Run 1, placement by cell class:
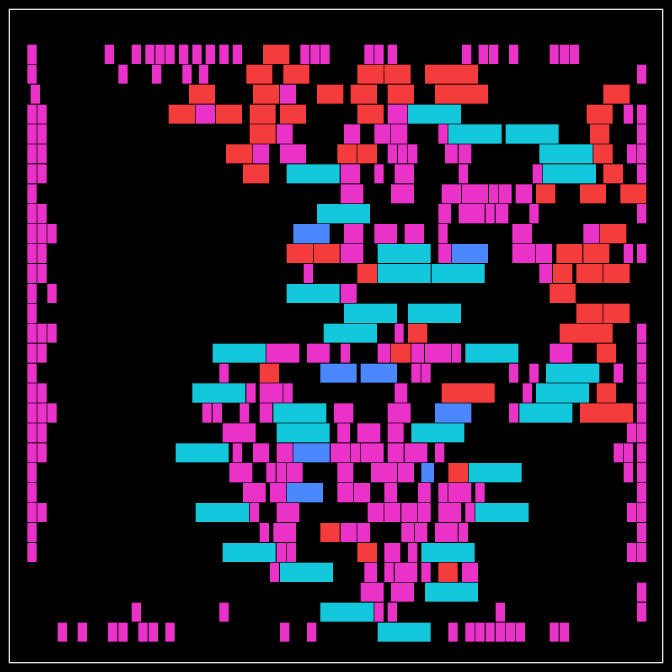
Run 1, register map, names as in the netlist:
Other sequential cells in the stronger grey, the rest of the logic in the fainter grey.
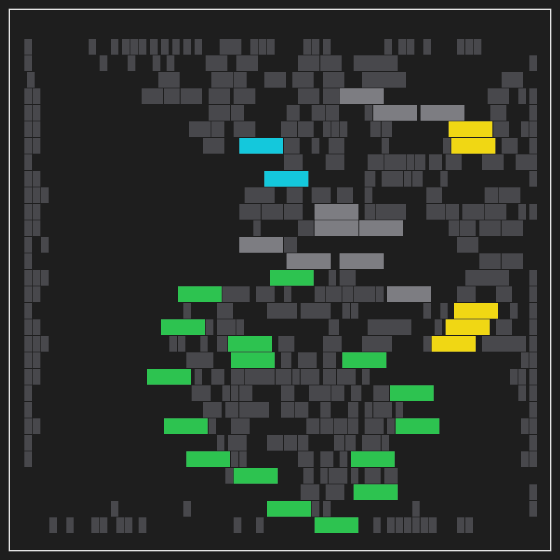
Run 1, clock network drawn from the DEF:
Scale bar: 20 um.
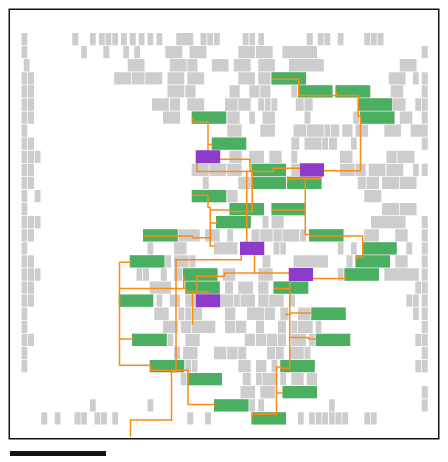
### src/rtl/sdc_card_det_regs.sv
// Card-detect front end: synchronizes and debounces the SD card-detect pin and
// holds the card-detect slice of the host register map (024h/030h/034h/038h) plus its IRQ.
module sdc_card_det_regs #(
  parameter logic [15:0] DEBOUNCE_CNT = 16'd50000,
  parameter int unsigned CNT_W        = 16
) (
  input  logic         clk,
  input  logic         reset,
  input  logic         sd_cd_n,
  input  logic [11:0]  rd_reg_index,
  output logic [127:0] rd_reg_input,
  input  logic         wr_reg_strb,
  input  logic [11:0]  wr_reg_index,
  input  logic [31:0]  wr_reg_output,
  input  logic [2:0]   reg_attr,
  output logic         card_inserted_strb,
  output logic         card_removed_strb,
  output logic         card_present,
  output logic         sd_irq
);

  localparam logic [11:0] ADDR_PRES = 12'h024;
  localparam logic [11:0] ADDR_STS  = 12'h030;
  localparam logic [11:0] ADDR_STEN = 12'h034;
  localparam logic [11:0] ADDR_SGEN = 12'h038;
  localparam logic [2:0]  ATTR_RW   = 3'h1;
  localparam logic [2:0]  ATTR_RW1C = 3'h3;
  localparam logic [CNT_W-1:0] CNT_ZERO = {CNT_W{1'b0}};
  localparam logic [CNT_W-1:0] CNT_ONE  = CNT_W'(32'd1);
  localparam logic [CNT_W-1:0] CNT_LAST = CNT_W'(DEBOUNCE_CNT - 16'd1);

  logic             cd_meta_r;
  logic             cd_sync_r;
  logic             cd_stable_r;
  logic [CNT_W-1:0] cnt_r;
  logic             ins_strb_r;
  logic             rem_strb_r;
  logic [1:0]       status_r;
  logic [1:0]       stat_en_r;
  logic [1:0]       sig_en_r;
  logic             irq_r;
  logic [31:0]      rd_data_r;

  logic [CNT_W-1:0] cnt_next_s;
  logic             stable_next_s;
  logic             ins_next_s;
  logic             rem_next_s;
  logic             wr_sts_s;
  logic             wr_sten_s;
  logic             wr_sgen_s;
  logic [1:0]       sts_clr_s;
  logic [1:0]       sts_set_s;
  logic [1:0]       status_next_s;
  logic [31:0]      rd_next_s;

  // Debounce next-state: count while the synchronized level disagrees with the accepted one.
  always_comb begin
    cnt_next_s    = CNT_ZERO;
    stable_next_s = cd_stable_r;
    ins_next_s    = 1'b0;
    rem_next_s    = 1'b0;
    if (cd_sync_r != cd_stable_r) begin
      if (cnt_r == CNT_LAST) begin
        stable_next_s = cd_sync_r;
        ins_next_s    = cd_sync_r;
        rem_next_s    = ~cd_sync_r;
        cnt_next_s    = CNT_ZERO;
      end else begin
        cnt_next_s = cnt_r + CNT_ONE;
      end
    end else begin
      cnt_next_s = CNT_ZERO;
    end
  end

  // Synchronizer, debounce counter, accepted level and edge strobes.
  always_ff @(posedge clk) begin
    if (reset) begin
      cd_meta_r   <= 1'b0;
      cd_sync_r   <= 1'b0;
      cd_stable_r <= 1'b0;
      cnt_r       <= CNT_ZERO;
      ins_strb_r  <= 1'b0;
      rem_strb_r  <= 1'b0;
    end else begin
      cd_meta_r   <= ~sd_cd_n;
      cd_sync_r   <= cd_meta_r;
      cd_stable_r <= stable_next_s;
      cnt_r       <= cnt_next_s;
      ins_strb_r  <= ins_next_s;
      rem_strb_r  <= rem_next_s;
    end
  end

  // Write decode and status update; a strobe setting a bit beats a same-cycle RW1C clear.
  always_comb begin
    wr_sts_s  = wr_reg_strb && (wr_reg_index == ADDR_STS)  && (reg_attr == ATTR_RW1C);
    wr_sten_s = wr_reg_strb && (wr_reg_index == ADDR_STEN) && (reg_attr == ATTR_RW);
    wr_sgen_s = wr_reg_strb && (wr_reg_index == ADDR_SGEN) && (reg_attr == ATTR_RW);
    if (wr_sts_s) begin
      sts_clr_s = wr_reg_output[7:6];
    end else begin
      sts_clr_s = 2'b00;
    end
    sts_set_s     = {rem_strb_r, ins_strb_r} & stat_en_r;
    status_next_s = (status_r & ~sts_clr_s) | sts_set_s;
  end

  // Register-map state: status, status enable, signal enable.
  always_ff @(posedge clk) begin
    if (reset) begin
      status_r  <= 2'b00;
      stat_en_r <= 2'b11;
      sig_en_r  <= 2'b11;
    end else begin
      status_r <= status_next_s;
      if (wr_sten_s) begin
        stat_en_r <= wr_reg_output[7:6];
      end
      if (wr_sgen_s) begin
        sig_en_r <= wr_reg_output[7:6];
      end
    end
  end

  // Read mux over current register contents; a same-edge write is not yet visible.
  always_comb begin
    rd_next_s = 32'h0000_0000;
    case (rd_reg_index)
      ADDR_PRES: rd_next_s = {13'd0, cd_sync_r, (cnt_r == CNT_ZERO), cd_stable_r, 16'd0};
      ADDR_STS:  rd_next_s = {24'd0, status_r, 6'd0};
      ADDR_STEN: rd_next_s = {24'd0, stat_en_r, 6'd0};
      ADDR_SGEN: rd_next_s = {24'd0, sig_en_r, 6'd0};
      default:   rd_next_s = 32'h0000_0000;
    endcase
  end

  // Registered read data and interrupt line.
  always_ff @(posedge clk) begin
    if (reset) begin
      rd_data_r <= 32'h0000_0000;
      irq_r     <= 1'b0;
    end else begin
      rd_data_r <= rd_next_s;
      irq_r     <= |(status_r & sig_en_r);
    end
  end

  assign rd_reg_input       = {96'd0, rd_data_r};
  assign card_inserted_strb = ins_strb_r;
  assign card_removed_strb  = rem_strb_r;
  assign card_present       = cd_stable_r;
  assign sd_irq             = irq_r;

endmodule
### config.mk
export PLATFORM = sky130hd
export DESIGN_NAME = sdc_card_det_regs
export DESIGN_NICKNAME = d
export VERILOG_FILES = /design/src/rtl/sdc_card_det_regs.sv
export SDC_FILE = /design/constraint.sdc
export NUM_CORES = 1
export LEC_CHECK = 0
export CAP_MARGIN = 20
export CORE_MARGIN = 2
export CORE_UTILIZATION = 33
export DETAILED_ROUTE_END_ITERATION = 10
export HOLD_SLACK_MARGIN = 0.12
export PLACE_DENSITY_LB_ADDON = 0.25
export SLEW_MARGIN = 0
export SYNTH_ARGS = -nofsm -noshare
export SYNTH_HDL_FRONTEND = slang
export SYNTH_SLANG_ARGS = --single-unit
export TNS_END_PERCENT = 10
### constraint.sdc
create_clock -name clk -period 1.74 [get_ports clk]
set_input_delay 0.261 -clock clk [delete_from_list [all_inputs] [get_ports clk]]
set_output_delay 0.261 -clock clk [all_outputs]
set_load 0.1 [all_outputs]
==> out/results.txt, run 1 <==
Outcome: finished, final reports clean
Fill count: 708
Log Warnings: 57
Inverters: 12
Met2 GRT Util: 14.8%
Asr flop ratio synth: 0%
Clk Latency, worst-skew pair: 0.28 ns
DRC errors left: 0
Internal power: 1.20 mW
XORs/XNORs by Area: 5.14%
Startpoint Class: flip-flop
Most common logic cell in the routed design: conb_1
Register Area: 661 um2
Crit. path cell count: 4
1st-iter DRT viols: 87
Diode count: 0
Yosys stat area: 2380 um2
HP Start: cd_meta_r
Sw power: 1.47 mW
Cell Type Count: 37
Setup violations, final: 0
Leak: 1.16 nW
Slowest stage cell, crit path: dfxtp_1
Met1 Use GR: 11.9%
CTS resizes: 0
Mapped Cells: 291
Tcrit/Tclk final: 88.4%
Worst stage delay on the critical path: 0.43 ns
Reg2reg end: cnt_r[15]
Commonest flop: dfxtp_1
R2R setup slack: 0.20 ns
Area leader share: 38.7%
Top pwr grp: combinational cells
Clock buf count: 7
Flip-flops: 33
WL met1: 1640 um
Crit path max fanout: 6
Crit path DRT: 1.95 ns
CP arrival: 1.75 ns
Yosys cell count: 291
Slew Viols, Final: 0
Aoi share: 5.14%
Reg2Reg Depth: 4
Largest net degree at the start of global routing: 16
Routed vias/inst: 3.69
CTS Root Cell: clkbuf_8
Vias in the first global route: 1274
Syn Std Cell Area: 2380 um2
DRT Wirelength: 4030 um
Area post-placement: 2570 um2
Die extent in x: 89.0 um
Port Buffers: 41
GR peak layer: met2
Synth warn: 0
Crit-path leading delay family: simple AND/OR/NAND/NOR gates
Worst reg2reg startpoint: cnt_r[5]
Notes on 'placement by cell class' above:
Key: cyan = flops [cells 33]; red = other buffers and delay cells [cells 54]; magenta = all other logic [cells 254]; blue = clock drivers and dummy loads [cells 8]
sequential cell area share: 24.8%
core area: 6910 um2
Rows: 30
design area: 2670 um2
utilization after layout: 38.6%

Notes on 'register map, names as in the netlist' above:
Key: yellow = `rd_data_r` [placed flops 5]; green = `cnt_r` [placed flops 16]; cyan = `stat_en_r` [placed flops 2]
Another 10 sequential cells are not coloured.

Notes on 'clock network drawn from the DEF' above:
Key: orange = clock wires [length 455 um]; purple = cells driving clock nets [count 5]; green = flip-flops [count 33]
There are 6 routed clock nets.

Run 1, gate families picked out:
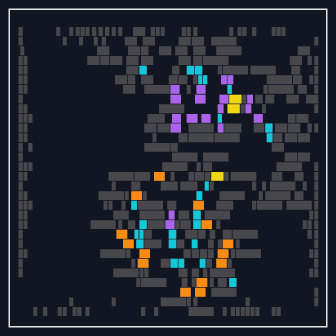

## Run 2: what changed since run 1
--- a/config.mk
+++ b/config.mk
@@ -7,8 +7,9 @@
 export LEC_CHECK = 0
 export CAP_MARGIN = 20
 export CORE_MARGIN = 2
-export CORE_UTILIZATION = 33
+export CORE_UTILIZATION = 47
 export DETAILED_ROUTE_END_ITERATION = 10
+export DONT_BUFFER_PORTS = 1
 export HOLD_SLACK_MARGIN = 0.12
 export PLACE_DENSITY_LB_ADDON = 0.25
 export SLEW_MARGIN = 0
==> constraint.sdc (replaced) <==
create_clock -name clk -period 2 [get_ports clk]
set_input_delay 0.3 -clock clk [delete_from_list [all_inputs] [get_ports clk]]
set_output_delay 0.3 -clock clk [all_outputs]
set_load 0.1 [all_outputs]
Run 2, gate families picked out:
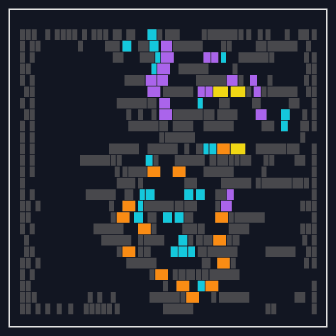
Key: purple = inverting AOI/OAI gates [cells 18]; yellow = multiplexers [cells 3, most used mux2i_1]; cyan = NAND gates [cells 25, most used nand4_1]; orange = XOR/XNOR gates [cells 14, most used xnor2_1]

Run 2, register map, names as in the netlist:
Other sequential cells in the stronger grey, the rest of the logic in the fainter grey.
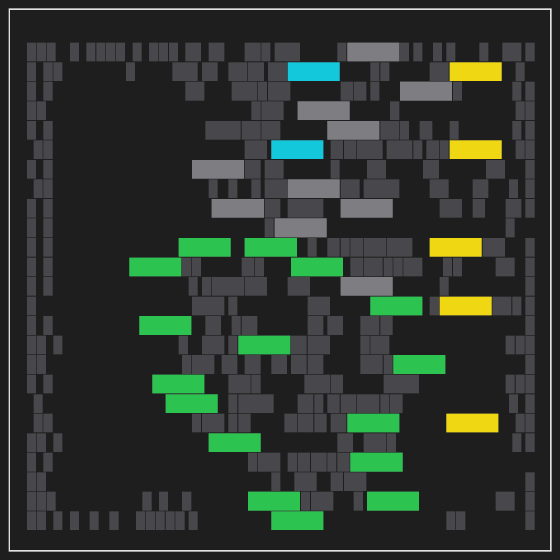
Key: green = `cnt_r` [placed flops 16]; yellow = `rd_data_r` [placed flops 5]; cyan = `stat_en_r` [placed flops 2]
utilization after layout: 44.9%
sequential cell area share: 30.6%
Register Area: 661 um2
power in sequential cells: 0.661 mW

==> out/results.txt, run 2 <==
Pwr Density: 1010 nW/um2 (was 1000 nW/um2)
CTS Root Cell: clkbuf_8 (unchanged)
Slew Viols, Final: 0 (unchanged)
Leak: 0.963 nW (was 1.16 nW)
Crit-path leading delay family: simple AND/OR/NAND/NOR gates (unchanged)
CP arrival: 1.80 ns (was 1.75 ns)
Switch share: 58.0% (was 55.0%)
Vias in the first global route: 1160 (was 1274)
Tcrit/Tclk final: 81.6% (was 88.4%)
Diode count: 0 (unchanged)
Cell Type Count: 37 (unchanged)
Routed vias/inst: 4.14 (was 3.69)
Post-synth EDFFs: 0 (unchanged)
Top logic family: buffers and inverters (unchanged)
XORs/XNORs by Area: 5.14% (unchanged)
Yosys stat area: 2380 um2 (unchanged)
Port Buffers: 0 (was 41)
Asr flop ratio synth: 0% (unchanged)
Setup violations, final: 0 (unchanged)
Met1 Use GR: 16.2% (was 11.9%)
Worst stage delay on the critical path: 0.42 ns (was 0.43 ns)
Most common logic cell in the routed design: conb_1 (unchanged)
Design area: 2160 um2 (was 2670 um2)
CTS resizes: 0 (unchanged)
WL met1: 1470 um (was 1640 um)
Internal power: 0.916 mW (was 1.20 mW)
Worst reg2reg startpoint: cnt_r[0] (was cnt_r[5])
Routing usage on met3: 3.08% (was 2.59%)
Commonest flop: dfxtp_1 (unchanged)
Synth warn: 0 (unchanged)
Syn Std Cell Area: 2380 um2 (unchanged)
HP Start: reg_attr[1] (was cd_meta_r)
DRC errors left: 0 (unchanged)
Startpoint Class: flip-flop (unchanged)
#MultiIn Comb: 242 (unchanged)
Rows: 25 (was 30)
Reg2reg end: cnt_r[14] (was cnt_r[15])
Fill count: 480 (was 708)
Area post-placement: 2060 um2 (was 2570 um2)
Aoi share: 5.14% (unchanged)
Clock buf count: 6 (was 7)
Sw power: 1.26 mW (was 1.47 mW)
1st-iter DRT viols: 106 (was 87)
RD Place Congestion: 0.891 (was 0.750)
Slowest stage cell, crit path: nor4_1 (was dfxtp_1)
GR peak layer: met2 (unchanged)
Area leader share: 38.7% (unchanged)
R2R setup slack: 0.37 ns (was 0.20 ns)
Top pwr grp: combinational cells (unchanged)
Die extent in x: 75.2 um (was 89.0 um)
Reg2Reg Depth: 5 (was 4)
Largest net degree at the start of global routing: 16 (unchanged)
Crit. path cell count: 5 (was 4)
Log Warnings: 57 (unchanged)
Met2 GRT Util: 19.4% (was 14.8%)
Share of cells above drive strength 1: 6.19% (was 9.17%)
Crit path max fanout: 6 (unchanged)
Crit path DRT: 2.17 ns (was 1.95 ns)
H-tree lvl count: 2 (unchanged)
Flip-flops: 33 (unchanged)
Mapped Cells: 291 (unchanged)
Clk Latency, worst-skew pair: 0.29 ns (was 0.28 ns)
Outcome: finished, final reports clean (unchanged)
Inverters: 12 (unchanged)
Run 2, clock nets:
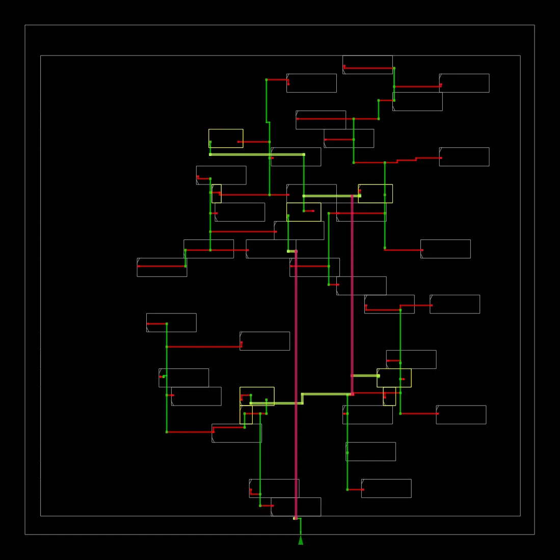

## Run 3: what changed since run 2
==> constraint.sdc (replaced) <==
create_clock -name clk -period 1.6 [get_ports clk]
set_input_delay 0.24 -clock clk [delete_from_list [all_inputs] [get_ports clk]]
set_output_delay 0.24 -clock clk [all_outputs]
set_load 0.1 [all_outputs]
Run 3, clock nets:
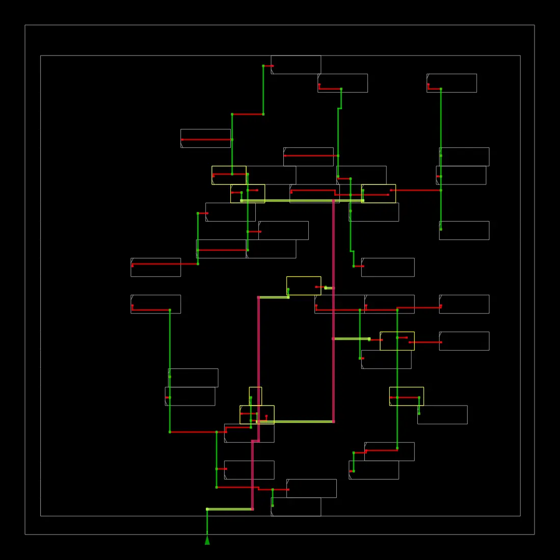
TritonCTS Sinks: 33
clock buf count: 7
flip-flops: 33

Run 3, placement by cell class:
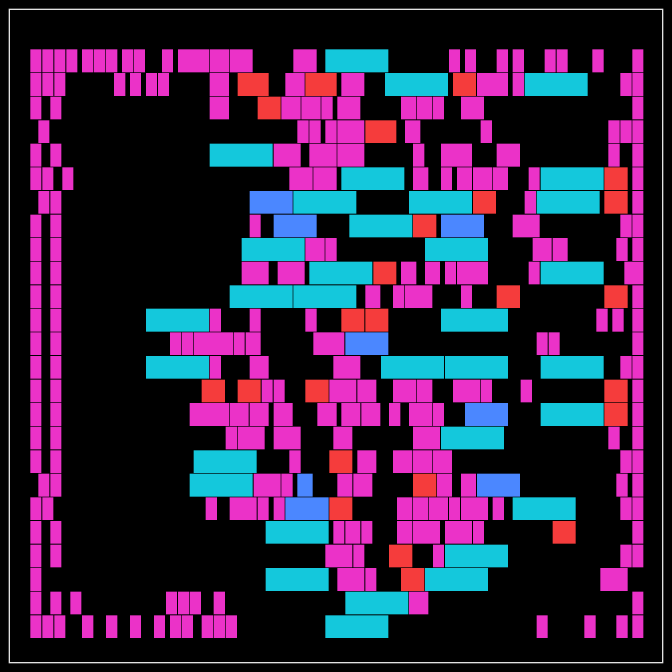
Key: magenta = all other logic [cells 254]; blue = clock drivers and dummy loads [cells 8]; cyan = flops [cells 33]; red = other buffers and delay cells [cells 25]

==> out/results.txt, run 3 <==
Outcome: finished, final reports clean (unchanged)
Vias in the first global route: 1136 (was 1160)
Share of cells above drive strength 1: 10.3% (was 6.19%)
GR peak layer: met2 (unchanged)
DRC errors left: 0 (unchanged)
Yosys cell count: 291 (unchanged)
Syn Std Cell Area: 2380 um2 (unchanged)
CP arrival: 1.74 ns (was 1.80 ns)
Area growth syn-to-layout: -4.35% (was -9.39%)
Setup violations, final: 0 (unchanged)
Diode count: 0 (unchanged)
Top logic family: buffers and inverters (unchanged)
WL met1: 1560 um (was 1470 um)
Routed vias/inst: 4.06 (was 4.14)
Worst reg2reg startpoint: cnt_r[10] (was cnt_r[0])
Inverters: 12 (unchanged)
Design area: 2280 um2 (was 2160 um2)
DRT Wirelength: 3810 um (was 3780 um)
Crit. path cell count: 4 (was 5)
Slew Viols, Final: 0 (unchanged)
Setup Buffers After CTS: 0 (unchanged)
Area leader share: 38.7% (unchanged)
Rows: 25 (unchanged)
Pwr Total: 2.81 mW (was 2.18 mW)
Startpoint Class: flip-flop (unchanged)
XORs/XNORs by Area: 5.14% (unchanged)
CTS Root Cell: clkbuf_8 (unchanged)
Largest net degree at the start of global routing: 11 (was 16)
Setup TNS: 0 ns (unchanged)
Top sig layer: met4 (unchanged)
Gr usage total: 12.4% (was 12.7%)
Commonest flop: dfxtp_1 (unchanged)
Log Warnings: 58 (was 57)
Slowest stage cell, crit path: or4_1 (was nor4_1)
Leading registers by flop count: cnt_r (16), rd_data_r (5) (unchanged)
Reg2reg end: cnt_r[15] (was cnt_r[14])
Internal power: 1.24 mW (was 0.916 mW)
Area post-placement: 2150 um2 (was 2060 um2)
CTS resizes: 0 (unchanged)
Utilization after layout: 47.4% (was 44.9%)
HP Start: reset (was reg_attr[1])
Sequential cell area share: 29.0% (was 30.6%)
Clk slew on worst S/H paths: 0.07 ns (about the same)
Mapped Cells: 291 (unchanged)
Commonest cells in the netlist: 123 x buf_4, 33 x dfxtp_1, 28 x nor2_1, 12 x inv_1, 10 x xnor2_1 (unchanged)
Setup slack at placement: 0.112 ns (was 0.368 ns)
Asr flop ratio synth: 0% (unchanged)
Crit path max fanout: 4 (was 6)
Die extent in x: 75.2 um (unchanged)
Most common logic cell in the routed design: conb_1 (unchanged)
Clk Latency, worst-skew pair: 0.28 ns (was 0.29 ns)
Register Area: 662 um2 (was 661 um2)
Antenna violations before repair: 0 (unchanged)
R2R setup slack: 0.08 ns (was 0.37 ns)
Yosys stat area: 2380 um2 (unchanged)
Pwr Density: 1230 nW/um2 (was 1010 nW/um2)
Met1 Use GR: 15.8% (was 16.2%)
Sw power: 1.58 mW (was 1.26 mW)
Synth warn: 0 (unchanged)
Routing usage on met3: 3.35% (was 3.08%)
Crit. End Element: flip-flop (unchanged)
Total CTS buffers: 5 (unchanged)
Port Buffers: 0 (unchanged)
Crit-path leading delay family: simple AND/OR/NAND/NOR gates (unchanged)
Crit path DRT: 1.82 ns (was 2.17 ns)
Leak: 1.03 nW (was 0.963 nW)
Top cells excl fill/tap: 123 x conb_1, 32 x dfxtp_1, 28 x nor2_1 (was 123 x conb_1, 33 x dfxtp_1, 28 x nor2_1)
Aoi share: 5.14% (unchanged)
Top pwr grp: combinational cells (unchanged)
Core area: 4820 um2 (unchanged)
1st-iter DRT viols: 83 (was 106)
Cell Type Count: 37 (unchanged)
RD Place Congestion: 0.836 (was 0.891)
#MultiIn Comb: 242 (unchanged)
FMAX: 0.657 GHz (was 0.613 GHz)
Worst stage delay on the critical path: 0.40 ns (was 0.42 ns)
Reg2Reg Depth: 4 (was 5)
Tcrit/Tclk final: 95.2% (was 81.6%)
Power in sequential cells: 0.826 mW (was 0.661 mW)
Switch share: 56.0% (was 58.0%)
Post-synth EDFFs: 0 (unchanged)
Fill count: 473 (was 480)
Met2 GRT Util: 19.5% (was 19.4%)
H-tree lvl count: 2 (unchanged)
Power is estimated from default activity; no workload was simulated.
